Metal layers overlaid:
Drawn at 3 px/µm.
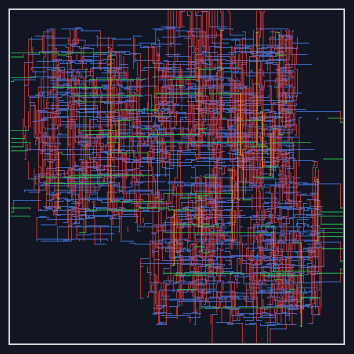
Nets reached from selected ports:
Drawn at 4 px/µm.
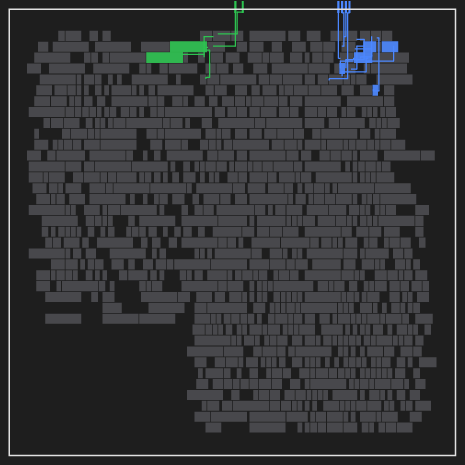
Gate-type map:
Drawn at 3 px/µm.
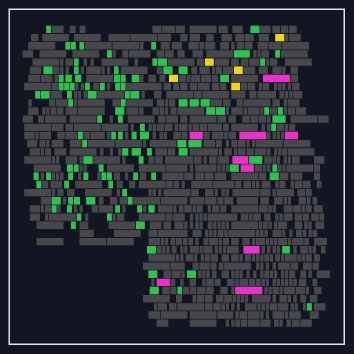
Register map, names as in the netlist:
Drawn at 2 px/µm. Other sequential cells in the stronger grey, the rest of the logic in the fainter grey.
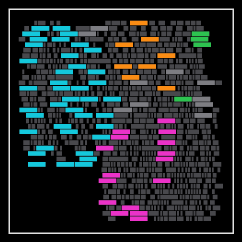
The clock network:
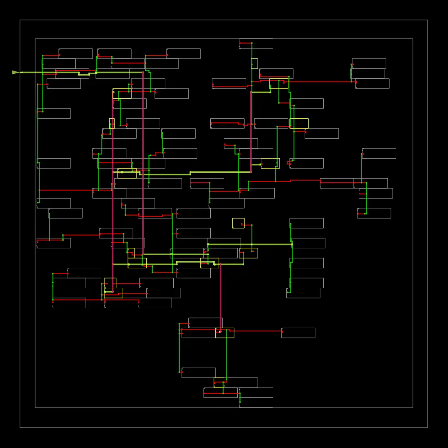
**config.mk**
```make
export PLATFORM = sky130hd
export DESIGN_NAME = kws_layer_sequencer
export DESIGN_NICKNAME = d
export VERILOG_FILES = /design/src/rtl/kws_layer_sequencer.sv
export SDC_FILE = /design/constraint.sdc
export NUM_CORES = 1
export LEC_CHECK = 0
export ABC_AREA = 1
export ABC_CLOCK_PERIOD_IN_PS = 1800
export CAP_MARGIN = 20
export CORE_MARGIN = 4
export CORE_UTILIZATION = 45
export DETAILED_ROUTE_END_ITERATION = 16
export GPL_ROUTABILITY_DRIVEN = 0
export PLACE_DENSITY = 0.74
export REMOVE_ABC_BUFFERS = 1
export SYNTH_ARGS = -nofsm -noshare
export SYNTH_HDL_FRONTEND = slang
export SYNTH_SLANG_ARGS = --single-unit
```
**constraint.sdc**
```tcl
create_clock -name clk -period 1.8 [get_ports clk]
set_clock_uncertainty 0.2 [all_clocks]
set_input_delay 0.36 -clock clk [delete_from_list [all_inputs] [get_ports clk]]
set_output_delay 0.36 -clock clk [all_outputs]
set_load 0.005 [all_outputs]
```
**src/rtl/kws_layer_sequencer.sv**
```systemverilog
// kws_layer_sequencer
// Steps through a small program of layer opcodes, enabling one KWS datapath
// stage at a time, waiting for its completion with a per-stage timeout, and
// reporting program completion (done pulse) or a timeout (sticky error).
// Opcode format: [2:0] stage index, [4:3] systolic op.
module kws_layer_sequencer #(
  parameter int PROG_DEPTH = 8,
  parameter int AW         = 3,
  parameter int TW         = 16
) (
  input  logic          clk,
  input  logic          rst_n,
  input  logic          cfg_we,
  input  logic [AW-1:0] cfg_addr,
  input  logic [4:0]    cfg_wdata,
  input  logic [AW:0]   prog_len,
  input  logic [TW-1:0] timeout_limit,
  input  logic          start,
  input  logic          abort,
  input  logic [7:0]    stage_done,
  output logic [7:0]    stage_en,
  output logic [1:0]    systolic_op,
  output logic [AW-1:0] pc,
  output logic          busy,
  output logic          done,
  output logic          error
);

  localparam int LW = AW + 1;
  localparam logic [AW:0] DEPTH_L = LW'(PROG_DEPTH);

  typedef enum logic [1:0] {
    S_IDLE  = 2'd0,
    S_FETCH = 2'd1,
    S_RUN   = 2'd2,
    S_DONE  = 2'd3
  } state_t;

  // Registered state and outputs
  state_t        r_state;
  logic [4:0]    r_mem [PROG_DEPTH];
  logic [AW:0]   r_len;
  logic [TW-1:0] r_tcnt;
  logic [7:0]    r_stage_en;
  logic [1:0]    r_sys_op;
  logic [AW-1:0] r_pc;
  logic          r_busy;
  logic          r_done;
  logic          r_error;

  // Next-state values
  state_t        w_state;
  logic [AW:0]   w_len;
  logic [TW-1:0] w_tcnt;
  logic [7:0]    w_stage_en;
  logic [1:0]    w_sys_op;
  logic [AW-1:0] w_pc;
  logic          w_done;
  logic          w_error;

  // Helpers
  logic [AW:0]   w_len_clamped;
  logic [4:0]    w_instr;
  logic          w_hit;
  logic          w_last;
  logic          w_tmo;

  // Program length beyond the memory depth runs the whole memory
  assign w_len_clamped = (prog_len > DEPTH_L) ? DEPTH_L : prog_len;
  assign w_instr       = r_mem[r_pc];
  // Only the done bit of the currently enabled stage counts
  assign w_hit         = |(stage_done & r_stage_en);
  assign w_last        = ({1'b0, r_pc} == (r_len - 1'b1));
  assign w_tmo         = (timeout_limit != '0) && (r_tcnt == (timeout_limit - 1'b1));

  // Program memory: host writes accepted only while idle
  always_ff @(posedge clk or negedge rst_n) begin
    if (!rst_n) begin
      for (int i = 0; i < PROG_DEPTH; i++) begin
        r_mem[i] <= '0;
      end
    end else if (cfg_we && (r_state == S_IDLE)) begin
      r_mem[cfg_addr] <= cfg_wdata;
    end
  end

  // Next-state and next-output logic
  always_comb begin
    w_state    = r_state;
    w_len      = r_len;
    w_tcnt     = r_tcnt;
    w_stage_en = r_stage_en;
    w_sys_op   = r_sys_op;
    w_pc       = r_pc;
    w_done     = 1'b0;
    w_error    = r_error;
    case (r_state)
      S_IDLE: begin
        if (start) begin
          w_error = 1'b0;
          if (w_len_clamped == '0) begin
            // Empty program completes immediately without leaving IDLE
            w_done = 1'b1;
          end else begin
            w_state = S_FETCH;
            w_pc    = '0;
            w_len   = w_len_clamped;
          end
        end
      end
      S_FETCH: begin
        if (abort) begin
          w_state    = S_IDLE;
          w_stage_en = '0;
        end else begin
          w_state    = S_RUN;
          w_stage_en = 8'(1) << w_instr[2:0];
          w_sys_op   = w_instr[4:3];
          w_tcnt     = '0;
        end
      end
      S_RUN: begin
        if (abort) begin
          w_state    = S_IDLE;
          w_stage_en = '0;
        end else if (w_hit) begin
          // Completion takes precedence over a coincident timeout
          w_stage_en = '0;
          if (w_last) begin
            w_state = S_DONE;
            w_done  = 1'b1;
          end else begin
            w_state = S_FETCH;
            w_pc    = r_pc + 1'b1;
          end
        end else if (w_tmo) begin
          w_state    = S_IDLE;
          w_stage_en = '0;
          w_error    = 1'b1;
        end else begin
          w_tcnt = r_tcnt + 1'b1;
        end
      end
      S_DONE: begin
        w_state = S_IDLE;
      end
      default: begin
        w_state    = S_IDLE;
        w_stage_en = '0;
      end
    endcase
  end

  // State and output registers
  always_ff @(posedge clk or negedge rst_n) begin
    if (!rst_n) begin
      r_state    <= S_IDLE;
      r_len      <= '0;
      r_tcnt     <= '0;
      r_stage_en <= '0;
      r_sys_op   <= '0;
      r_pc       <= '0;
      r_busy     <= 1'b0;
      r_done     <= 1'b0;
      r_error    <= 1'b0;
    end else begin
      r_state    <= w_state;
      r_len      <= w_len;
      r_tcnt     <= w_tcnt;
      r_stage_en <= w_stage_en;
      r_sys_op   <= w_sys_op;
      r_pc       <= w_pc;
      r_busy     <= (w_state != S_IDLE);
      r_done     <= w_done;
      r_error    <= w_error;
    end
  end

  assign stage_en    = r_stage_en;
  assign systolic_op = r_sys_op;
  assign pc          = r_pc;
  assign busy        = r_busy;
  assign done        = r_done;
  assign error       = r_error;

endmodule

```
==> flow_metrics.tcl <==
# place-and-route summary
set metrics [dict create \
    yosys.area.top_type_share_pct 40.7 \
    postSynthAreaPerCell_um2 7.33 \
    grtUsageMet1_pct 30.3 \
    top_cell "nand2_1" \
    layout_top_cell "nand2_1" \
    remaining_drc_errors 0 \
    status "finished with violations" \
    cp-start-kind "flip-flop" \
    dr.pass1.iters 5 \
    r2r-end "r_tcnt[15]" \
    finalInstanceArea_mm2 0.00731 \
    die-height_um 111 \
    edf_count 0 \
    path_common_cell "nand2_2" \
    synth-seq-cells 78 \
    grt.busiest_layer "met2" \
    crit_path_top_delay_cell "dfrtp_1" \
    dp.cells 931 \
    fin_nets 890 \
    violations "negative setup slack" \
    place_ws_ns -1.10 \
    via_per_inst 5.34 \
    wl_mm 15.6 \
    setup_slack_ns -0.278 \
    antenna_found_initial 0 \
    ff_type "dfrtp_1" \
    setup_viol 31 \
    tns_ns -7.28 \
    arrival_ns 2.13 \
    rows 37 \
    p_switching_w 0.00418 \
    fin_crit_ns 2.08 \
    wl_met3_um 823 \
    ys_seq_share_pct 40.7 \
    seqPwrFrac_pct 29.6 \
    htreeDepth 3 \
    initial_utilization_pct 46.2 \
    seq_share_pct 26.7 \
    drt-initial-drc-count 297 \
]
Notes on 'metal layers overlaid' above:
colour	layer	wire length
red	M2	8010 µm
orange	M4	558 µm
green	M3	824 µm
blue	M1	6250 µm

Notes on 'nets reached from selected ports' above:
colour	port	bits	direction	end cells	buffers	wire
blue	prog_len	4	input	5	6	129 µm
green	systolic_op	2	output	2	2	48.6 µm

Notes on 'gate-type map' above:
colour	family	cells	most used
yellow	non-inverting ao/oa cells	5	a22o_1
magenta	fa/ha/maj cells	9	ha_1
green	aoi and oai cells	107	o21ai_0

Notes on 'register map, names as in the netlist' above:
colour	netlist name	flops
orange	stage_en	8
magenta	r_tcnt	16
green	r_len	4
cyan	r_mem	40
not coloured	10

Notes on 'the clock network' above:
CLK BUF: 11
number of CTS-inserted buffers: 9
clk sink count: 78

[cells by family after synthesis]
group | synth area share [%]
adders and majority gates | 2.35
buffers and inverters | 7.08
DFF | 40.7
xor gates and xnor gates | 5.85
AOI/OAI and AO/OA | 13.8
and+or+nand+nor | 30.2
[worst max-delay path by stage]
stage | start | endpoint | slack, ns
floorplan | r_state[0] | pc[0] | -0.49
global placement | timeout_limit[0] | stage_en[1] | -1.01
detailed placement | timeout_limit[0] | stage_en[2] | -1.10
CTS | r_tcnt[5] | r_tcnt[15] | -0.29
global route | r_tcnt[3] | r_tcnt[8] | -0.36
finish | r_tcnt[5] | r_tcnt[15] | -0.28
[flip-flops by register name, indices dropped and copies added, names as in the netlist]
register     flops
busy             1
done             1
error            1
pc               3
r_len            4
r_mem           40
r_state          2
r_tcnt          16
stage_en         8
systolic_op      2
